Figure 1. Clock network drawn from the DEF (run 1).
Drawn at 2 px/um.
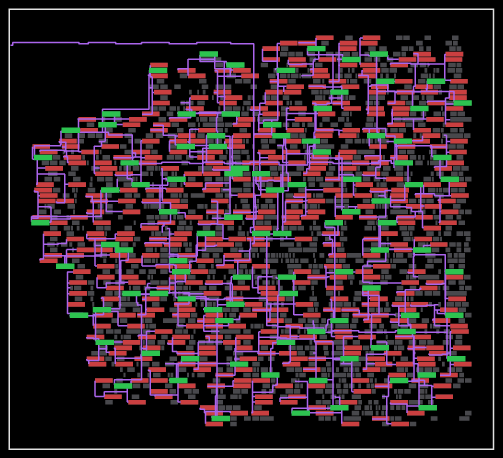
Figure 2. The metal 3 layer (run 1).
Drawn at 1.5 px/um. Cells faint in the background.
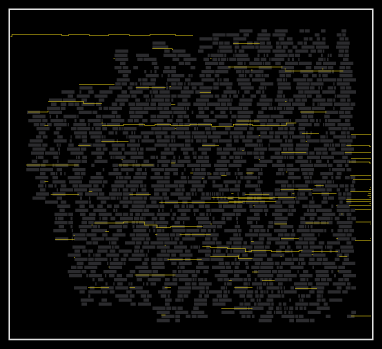
Figure 3. Cell classes on the final placement (run 1).
Drawn at 1 px/um.
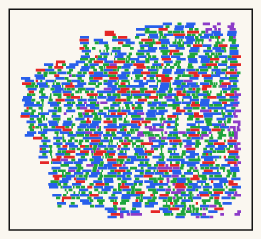
Figure 4. Port wiring (run 1).
Drawn at 2 px/um.
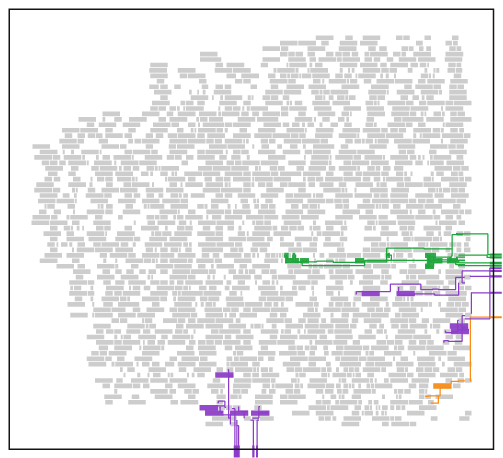
**src/rtl/led_bank_shifter.sv**
```systemverilog
// led_bank_shifter: serialises one half of a 2x9-lane word buffer into a bank
// of daisy-chained LED shift-register drivers (shift clock C, nine data lines
// D, two latch enables). A start pulse snapshots the selected half, clocks the
// words out MSB-first, then pulses the matching latch enable.
module led_bank_shifter #(
    parameter int WORD_BITS = 16,
    parameter int CLK_DIV   = 4,
    parameter int LE_CYCLES = 2
) (
    input  logic                 clk,
    input  logic                 resetn,
    input  logic                 wr_en,
    input  logic                 wr_half,
    input  logic [3:0]           wr_lane,
    input  logic [WORD_BITS-1:0] wr_data,
    input  logic                 start,
    input  logic                 start_half,
    output logic                 busy,
    output logic                 done,
    output logic                 overrun,
    output logic                 C,
    output logic                 LE0,
    output logic                 LE1,
    output logic [8:0]           D
);

    localparam int NUM_LANES = 9;
    localparam int BIT_W     = $clog2(WORD_BITS + 1);
    localparam int DIV_W     = (CLK_DIV > 1) ? $clog2(CLK_DIV) : 1;
    localparam int LE_W      = (LE_CYCLES > 1) ? $clog2(LE_CYCLES) : 1;

    localparam logic [BIT_W-1:0] LAST_BIT = BIT_W'(WORD_BITS - 1);
    localparam logic [DIV_W-1:0] DIV_LAST = DIV_W'(CLK_DIV - 1);
    localparam logic [LE_W-1:0]  LE_LAST  = LE_W'(LE_CYCLES - 1);

    typedef enum logic [1:0] {
        ST_IDLE,
        ST_SHIFT,
        ST_LATCH,
        ST_DONE
    } state_t;

    // Word buffer, cleared by reset so an aborted frame leaves nothing behind
    logic [WORD_BITS-1:0] frame_buf_reg [2][NUM_LANES];

    // The selected half, presented to the loader in the start cycle
    logic [WORD_BITS-1:0] snap_word [NUM_LANES];

    // Per-lane shift registers; the bit currently on D has already left them
    logic [WORD_BITS-1:0] shift_reg  [NUM_LANES];
    logic [WORD_BITS-1:0] shift_next [NUM_LANES];

    state_t           state_reg,   state_next;
    logic [DIV_W-1:0] div_reg,     div_next;
    logic             phase_reg,   phase_next;   // 0: C low phase, 1: C high phase
    logic [BIT_W-1:0] bit_reg,     bit_next;
    logic [LE_W-1:0]  le_cnt_reg,  le_cnt_next;
    logic             half_reg,    half_next;
    logic             c_reg,       c_next;
    logic             le0_reg,     le0_next;
    logic             le1_reg,     le1_next;
    logic [8:0]       d_reg,       d_next;
    logic             busy_reg,    busy_next;
    logic             done_reg,    done_next;
    logic             overrun_reg, overrun_next;

    // Buffer write port: accepted in any state, out-of-range lanes match nothing
    always_ff @(posedge clk or negedge resetn) begin
        if (!resetn) begin
            for (int h = 0; h < 2; h++) begin
                for (int l = 0; l < NUM_LANES; l++) begin
                    frame_buf_reg[h][l] <= '0;
                end
            end
        end else if (wr_en) begin
            for (int h = 0; h < 2; h++) begin
                for (int l = 0; l < NUM_LANES; l++) begin
                    if (wr_half == 1'(h) && wr_lane == 4'(l)) begin
                        frame_buf_reg[h][l] <= wr_data;
                    end
                end
            end
        end
    end

    // Snapshot mux reads the buffer before any same-cycle write lands
    genvar gi;
    generate
        for (gi = 0; gi < NUM_LANES; gi++) begin : g_snap
            assign snap_word[gi] = frame_buf_reg[start_half][gi];
        end
    endgenerate

    // State, counters, shift data and registered outputs
    always_ff @(posedge clk or negedge resetn) begin
        if (!resetn) begin
            state_reg   <= ST_IDLE;
            div_reg     <= '0;
            phase_reg   <= 1'b0;
            bit_reg     <= '0;
            le_cnt_reg  <= '0;
            half_reg    <= 1'b0;
            c_reg       <= 1'b0;
            le0_reg     <= 1'b0;
            le1_reg     <= 1'b0;
            d_reg       <= '0;
            busy_reg    <= 1'b0;
            done_reg    <= 1'b0;
            overrun_reg <= 1'b0;
            for (int l = 0; l < NUM_LANES; l++) begin
                shift_reg[l] <= '0;
            end
        end else begin
            state_reg   <= state_next;
            div_reg     <= div_next;
            phase_reg   <= phase_next;
            bit_reg     <= bit_next;
            le_cnt_reg  <= le_cnt_next;
            half_reg    <= half_next;
            c_reg       <= c_next;
            le0_reg     <= le0_next;
            le1_reg     <= le1_next;
            d_reg       <= d_next;
            busy_reg    <= busy_next;
            done_reg    <= done_next;
            overrun_reg <= overrun_next;
            for (int l = 0; l < NUM_LANES; l++) begin
                shift_reg[l] <= shift_next[l];
            end
        end
    end

    // Next-state and next-output logic for the frame sequencer
    always_comb begin
        state_next   = state_reg;
        div_next     = div_reg;
        phase_next   = phase_reg;
        bit_next     = bit_reg;
        le_cnt_next  = le_cnt_reg;
        half_next    = half_reg;
        c_next       = c_reg;
        le0_next     = le0_reg;
        le1_next     = le1_reg;
        d_next       = d_reg;
        busy_next    = busy_reg;
        done_next    = 1'b0;
        // A start that arrives mid-frame is dropped and only reported
        overrun_next = start && busy_reg;
        for (int l = 0; l < NUM_LANES; l++) begin
            shift_next[l] = shift_reg[l];
        end

        case (state_reg)
            ST_IDLE, ST_DONE: begin
                state_next = ST_IDLE;
                busy_next  = 1'b0;
                if (start) begin
                    // Load the snapshot and present the MSB straight away
                    state_next = ST_SHIFT;
                    busy_next  = 1'b1;
                    half_next  = start_half;
                    div_next   = '0;
                    phase_next = 1'b0;
                    bit_next   = '0;
                    c_next     = 1'b0;
                    for (int l = 0; l < NUM_LANES; l++) begin
                        d_next[l]     = snap_word[l][WORD_BITS-1];
                        shift_next[l] = snap_word[l] << 1;
                    end
                end
            end

            ST_SHIFT: begin
                if (div_reg == DIV_LAST) begin
                    div_next = '0;
                    if (!phase_reg) begin
                        // End of low phase: D has settled, raise C
                        c_next     = 1'b1;
                        phase_next = 1'b1;
                    end else if (bit_reg == LAST_BIT) begin
                        // Last high phase finished: park C/D and latch
                        state_next  = ST_LATCH;
                        c_next      = 1'b0;
                        phase_next  = 1'b0;
                        d_next      = '0;
                        le_cnt_next = '0;
                        le0_next    = !half_reg;
                        le1_next    = half_reg;
                    end else begin
                        // Falling edge of C carries the next bit onto D
                        c_next     = 1'b0;
                        phase_next = 1'b0;
                        bit_next   = bit_reg + BIT_W'(1);
                        for (int l = 0; l < NUM_LANES; l++) begin
                            d_next[l]     = shift_reg[l][WORD_BITS-1];
                            shift_next[l] = shift_reg[l] << 1;
                        end
                    end
                end else begin
                    div_next = div_reg + DIV_W'(1);
                end
            end

            ST_LATCH: begin
                if (le_cnt_reg == LE_LAST) begin
                    state_next = ST_DONE;
                    le0_next   = 1'b0;
                    le1_next   = 1'b0;
                    busy_next  = 1'b0;
                    done_next  = 1'b1;
                end else begin
                    le_cnt_next = le_cnt_reg + LE_W'(1);
                end
            end

            default: begin
                state_next = ST_IDLE;
            end
        endcase
    end

    assign busy    = busy_reg;
    assign done    = done_reg;
    assign overrun = overrun_reg;
    assign C       = c_reg;
    assign LE0     = le0_reg;
    assign LE1     = le1_reg;

    generate
        for (gi = 0; gi < NUM_LANES; gi++) begin : g_dout
            assign D[gi] = d_reg[gi];
        end
    endgenerate

endmodule
```
**config.mk**
```make
export PLATFORM = sky130hd
export DESIGN_NAME = led_bank_shifter
export DESIGN_NICKNAME = d
export VERILOG_FILES = /design/src/rtl/led_bank_shifter.sv
export SDC_FILE = /design/constraint.sdc
export NUM_CORES = 1
export LEC_CHECK = 0
export CAP_MARGIN = 20
export CORE_ASPECT_RATIO = 0.9
export CORE_MARGIN = 10
export CORE_UTILIZATION = 45
export CTS_CLUSTER_DIAMETER = 30
export DETAILED_ROUTE_END_ITERATION = 12
export GPL_ROUTABILITY_DRIVEN = 0
export HOLD_SLACK_MARGIN = 0.15
export MAX_ROUTING_LAYER = met4
export PLACE_DENSITY = 0.62
export SLEW_MARGIN = 10
export SYNTH_ARGS = -nofsm -noshare
export SYNTH_HDL_FRONTEND = slang
export SYNTH_SLANG_ARGS = --single-unit
```
**constraint.sdc**
```tcl
create_clock -name clk -period 2.5 [get_ports clk]
set_input_delay 0.375 -clock clk [delete_from_list [all_inputs] [get_ports clk]]
set_output_delay 0.375 -clock clk [all_outputs]
set_load 0.01 [all_outputs]
```
==> results.ini, run 1 <==
[place]
dp_hpwl_um = 26300
place.port_buffers = 40

[layout]
area_delta_synth_final_pct = 26.4
bufAreaShareNonClock_pct = 5.80
layout.cells.most_common = sky130_fd_sc_hd__dfrtp_1
layout_cells_sized_above_1_pct = 40.6
buffers = 131
logic_gate_count = 931
layout.area.comb_sq_um = 8110
stdcell_area_sq_um = 25100
final_core_utilization_pct = 58.0
clock_buffers = 129
comb_share_pct = 32.3
regArea_sq_um = 11200

[clock_network]
cts_resized = 0
number_of_setup_buffers_added_after_cts = 0
clk_latency_ns = 0.62
ctsRootBufferMaster = sky130_fd_sc_hd__clkbuf_16
tritoncts_num_sinks = 449
cts_buffers = 96
clk_transition_reported_paths_ns = 0.05

[power]
clockPowerShare_pct = 44.0
seq_power_mw = 10.2
static-leakage-power_nw = 11.7
intPower_mw = 22.3
sequentialPowerShare_pct = 33.2
comb_cell_power_mw = 6.99
power.switching_mw = 8.34

[synth]
ys_sh_xor_pct = 0.0441
post_synth_seq_share_pct = 56.6
synth-edff-count = 0
synth-seq-cells = 449
ys_cells = 1496
top_cell_area_share_pct = 56.6
logic_family = multiplexers
flop_cell = sky130_fd_sc_hd__dfrtp_1
synth_cells = 1496
synth_top_cell_by_area = sky130_fd_sc_hd__dfrtp_1

[timing]
final.setup.worst_slack_ns = 0.0689
slew_headroom_pct = 45.4
fmax_mhz = 411
final_period_minus_worst_setup_slack_ns = 2.43

[worst_hold_path]
hp-class = in -> async

[global_routing]
grt_busiest_layer = met2
largest_net_degree_at_the_start_of_global_routing = 152
grt_pass1_wl_um = 72100
via_count_of_the_first_global_routing_pass = 13223
antenna_found_initial = 0

[die]
fp-utilization_pct = 45.9
taps = 555
rows = 72
dieHeight_um = 219

[route]
route.detailed.wl_per_inst_um = 19.7
detailedRoute.firstPassIterationCount = 5
routed-wl-met2_um = 21200
detail_route.wirelength.met1_um = 20900
via_per_inst = 5.45
detailroute.via_count = 12288

[worst_setup_path]
rr_startpoint = bit_reg[0]$_DFFE_PN0P_
worst_ep_arrival_time_ns = 2.92
cp_slowest_stage_delay_ns = 0.40
crit_chain = ha_1, and3_1, ha_1, nand3b_1, a21oi_4, buf_4, clkbuf_16, mux2_2
critical_path_class = reg -> reg
critical_path_s_slowest_cell = sky130_fd_sc_hd__dfrtp_1
largest_delay_contributor_family_on_the_critical_path = simple AND/OR/NAND/NOR gates
r2r_end = shift_reg[47]$_DFFE_PN0P_

[run_status]
run_status = complete, no violations

[flow_run]
tool_warnings = 31
max_cap_viol_count = 0

About Figure 1:
[flip-flops] red | count: 449
[clock wires] purple | length: 6410 um
[clock drivers] green | count: 96
flops lie: all over the die

About Figure 2:
share of all routed wire: 3.5%
longest straight run: 55.7 um
nets with wire on the layer: 50

About Figure 3:
| class | colour | cells |
|---|---|---|
| clock drivers and dummy loads | red | 182 |
| combinational and other logic | green | 939 |
| other buffers and delay cells | purple | 131 |
| flops | blue | 449 |

About Figure 4:
| port | colour | bits | direction | end cells | buffers | wire |
|---|---|---|---|---|---|---|
| D | purple | 9 | output | 9 | 9 | 400 um |
| LE1 | orange | 1 | output | 1 | 1 | 75.9 um |
| wr_lane | green | 4 | input | 13 | 4 | 371 um |

==> run 1 -> run 2 <==
ABC_CLOCK_PERIOD_IN_PS = 2500   (was unset)
Figure 5. Port wiring (run 2).
Drawn at 2 px/um.
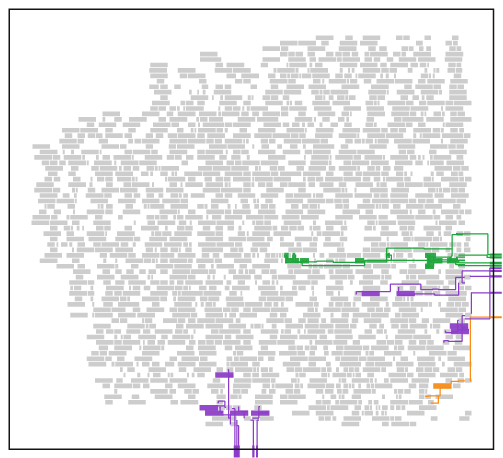
| port | colour | bits | direction | end cells | buffers | wire |
|---|---|---|---|---|---|---|
| LE1 | orange | 1 | output | 1 | 1 | 75.9 um |
| wr_lane | green | 4 | input | 13 | 4 | 371 um |
| D | purple | 9 | output | 9 | 9 | 400 um |

==> run 2 against run 1 <==
Compared with the run above:
- total power unchanged
- die area unchanged
- global-route usage unchanged
- maximum frequency unchanged
- critical path type unchanged
- largest power group unchanged
- highest routed layer unchanged
==> results.ini, run 2 <==
[worst_setup_path]
worst_path_most_repeated_cell = sky130_fd_sc_hd__ha_1
start_kind = register
r2r_end = shift_reg[47]$_DFFE_PN0P_
cp.depth = 8
rr_startpoint = bit_reg[0]$_DFFE_PN0P_
worst_ep_arrival_time_ns = 2.92  ; about the same
largest_delay_contributor_family_on_the_critical_path = simple AND/OR/NAND/NOR gates
crit_start = bit_reg[0]$_DFFE_PN0P_
cp_slowest_stage_delay_ns = 0.40  ; about the same
critical_path_class = reg -> reg
critical_path_s_slowest_cell = sky130_fd_sc_hd__dfrtp_1
crit_chain = ha_1, and3_1, ha_1, nand3b_1, a21oi_4, buf_4, clkbuf_16, mux2_2

[flow_run]
max_cap_viol_count = 0  ; unchanged
tool_warnings = 31  ; unchanged

[layout]
stdcell_area_sq_um = 25100  ; unchanged
layout.cells.most_common = sky130_fd_sc_hd__dfrtp_1
layout_cells_sized_above_1_pct = 40.6  ; unchanged
final_core_utilization_pct = 58.0  ; unchanged
comb_share_pct = 32.3  ; unchanged
clkCellAreaFrac_pct = 14.2
bufAreaShareNonClock_pct = 5.80  ; unchanged
instances_no_fill = 2256
buffers = 131  ; unchanged
logic_gate_count = 931  ; unchanged
area_delta_synth_final_pct = 26.4  ; unchanged
layout.area.comb_sq_um = 8110  ; unchanged
regArea_sq_um = 11200  ; unchanged

[timing]
finalSetupViolations = 0
slew_headroom_pct = 45.4  ; unchanged
fin_setup_tns_ns = 0
final_period_minus_worst_setup_slack_ns = 2.43  ; unchanged
final.setup.worst_slack_ns = 0.0689  ; unchanged
fmax_mhz = 411  ; unchanged

[worst_hold_path]
hp-class = in -> async

[place]
place.port_buffers = 40  ; unchanged
dp_hpwl_um = 26300  ; unchanged
dpl_cell_area_sq_um = 21400

[route]
postRouteWirelength_um = 44500
routed-wl-met2_um = 21200  ; unchanged
detailroute.via_count = 12288  ; unchanged
via_per_inst = 5.45  ; unchanged
top_signal_layer_used = met4
detail_route.wirelength.met1_um = 20900  ; unchanged
route.detailed.wl_per_inst_um = 19.7  ; unchanged
detailedRoute.firstPassIterationCount = 5  ; unchanged

[global_routing]
largest_net_degree_at_the_start_of_global_routing = 152  ; unchanged
via_count_of_the_first_global_routing_pass = 13223  ; unchanged
gr-total-overflow = 0
groute.layer.met3.usage_pct = 4.10
grt_busiest_layer = met2
grt_pass1_wl_um = 72100  ; unchanged
antenna_found_initial = 0  ; unchanged

[synth]
ys_cells = 1496  ; unchanged
compound_area_share_pct = 4.75
post_synth_seq_share_pct = 56.6  ; unchanged
yosysMostFrequentCell = sky130_fd_sc_hd__dfrtp_1
yosys-top-cells-area = sky130_fd_sc_hd__dfrtp_1 57%, sky130_fd_sc_hd__mux2_2 24%, sky130_fd_sc_hd__mux2i_1 7.4%, sky130_fd_sc_hd__o21ai_0 3.3%, sky130_fd_sc_hd__nand2_1 2.7%
top_cell_area_share_pct = 56.6  ; unchanged
ys_sh_xor_pct = 0.0441  ; unchanged
logic_family = multiplexers
flop_cell = sky130_fd_sc_hd__dfrtp_1
synth-seq-cells = 449  ; unchanged
synth_top_cell_by_area = sky130_fd_sc_hd__dfrtp_1
synth-edff-count = 0  ; unchanged
synth_cells = 1496  ; unchanged

[power]
clk-power_mw = 13.5
power.switching_mw = 8.34  ; unchanged
sequentialPowerShare_pct = 33.2  ; about the same
seq_power_mw = 10.2  ; about the same
p_total_mw = 30.6
static-leakage-power_nw = 11.7  ; unchanged
comb_cell_power_mw = 6.99  ; about the same
intPower_mw = 22.3  ; unchanged
clockPowerShare_pct = 44.0  ; about the same

[die]
taps = 555  ; unchanged
rows = 72  ; unchanged
dieHeight_um = 219  ; unchanged
chipWidth_um = 241
fp-utilization_pct = 45.9  ; unchanged

[clock_network]
number_of_setup_buffers_added_after_cts = 0  ; unchanged
clk_transition_reported_paths_ns = 0.05  ; about the same
cts_hold_repair.buffers = 1
ctsRootBufferMaster = sky130_fd_sc_hd__clkbuf_16
clk_latency_ns = 0.62  ; about the same
cts_resized = 0  ; unchanged

[run_status]
run_status = complete, no violations

Figure 6. Clock routing (run 2).
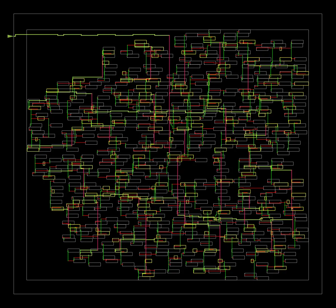
clock sink count: 449
total number of sequential cells: 449
final-layout clock buffer total: 129
clock buffer count from CTS: 96

Power figures rest on the tool's default switching activity, not on a simulated workload.
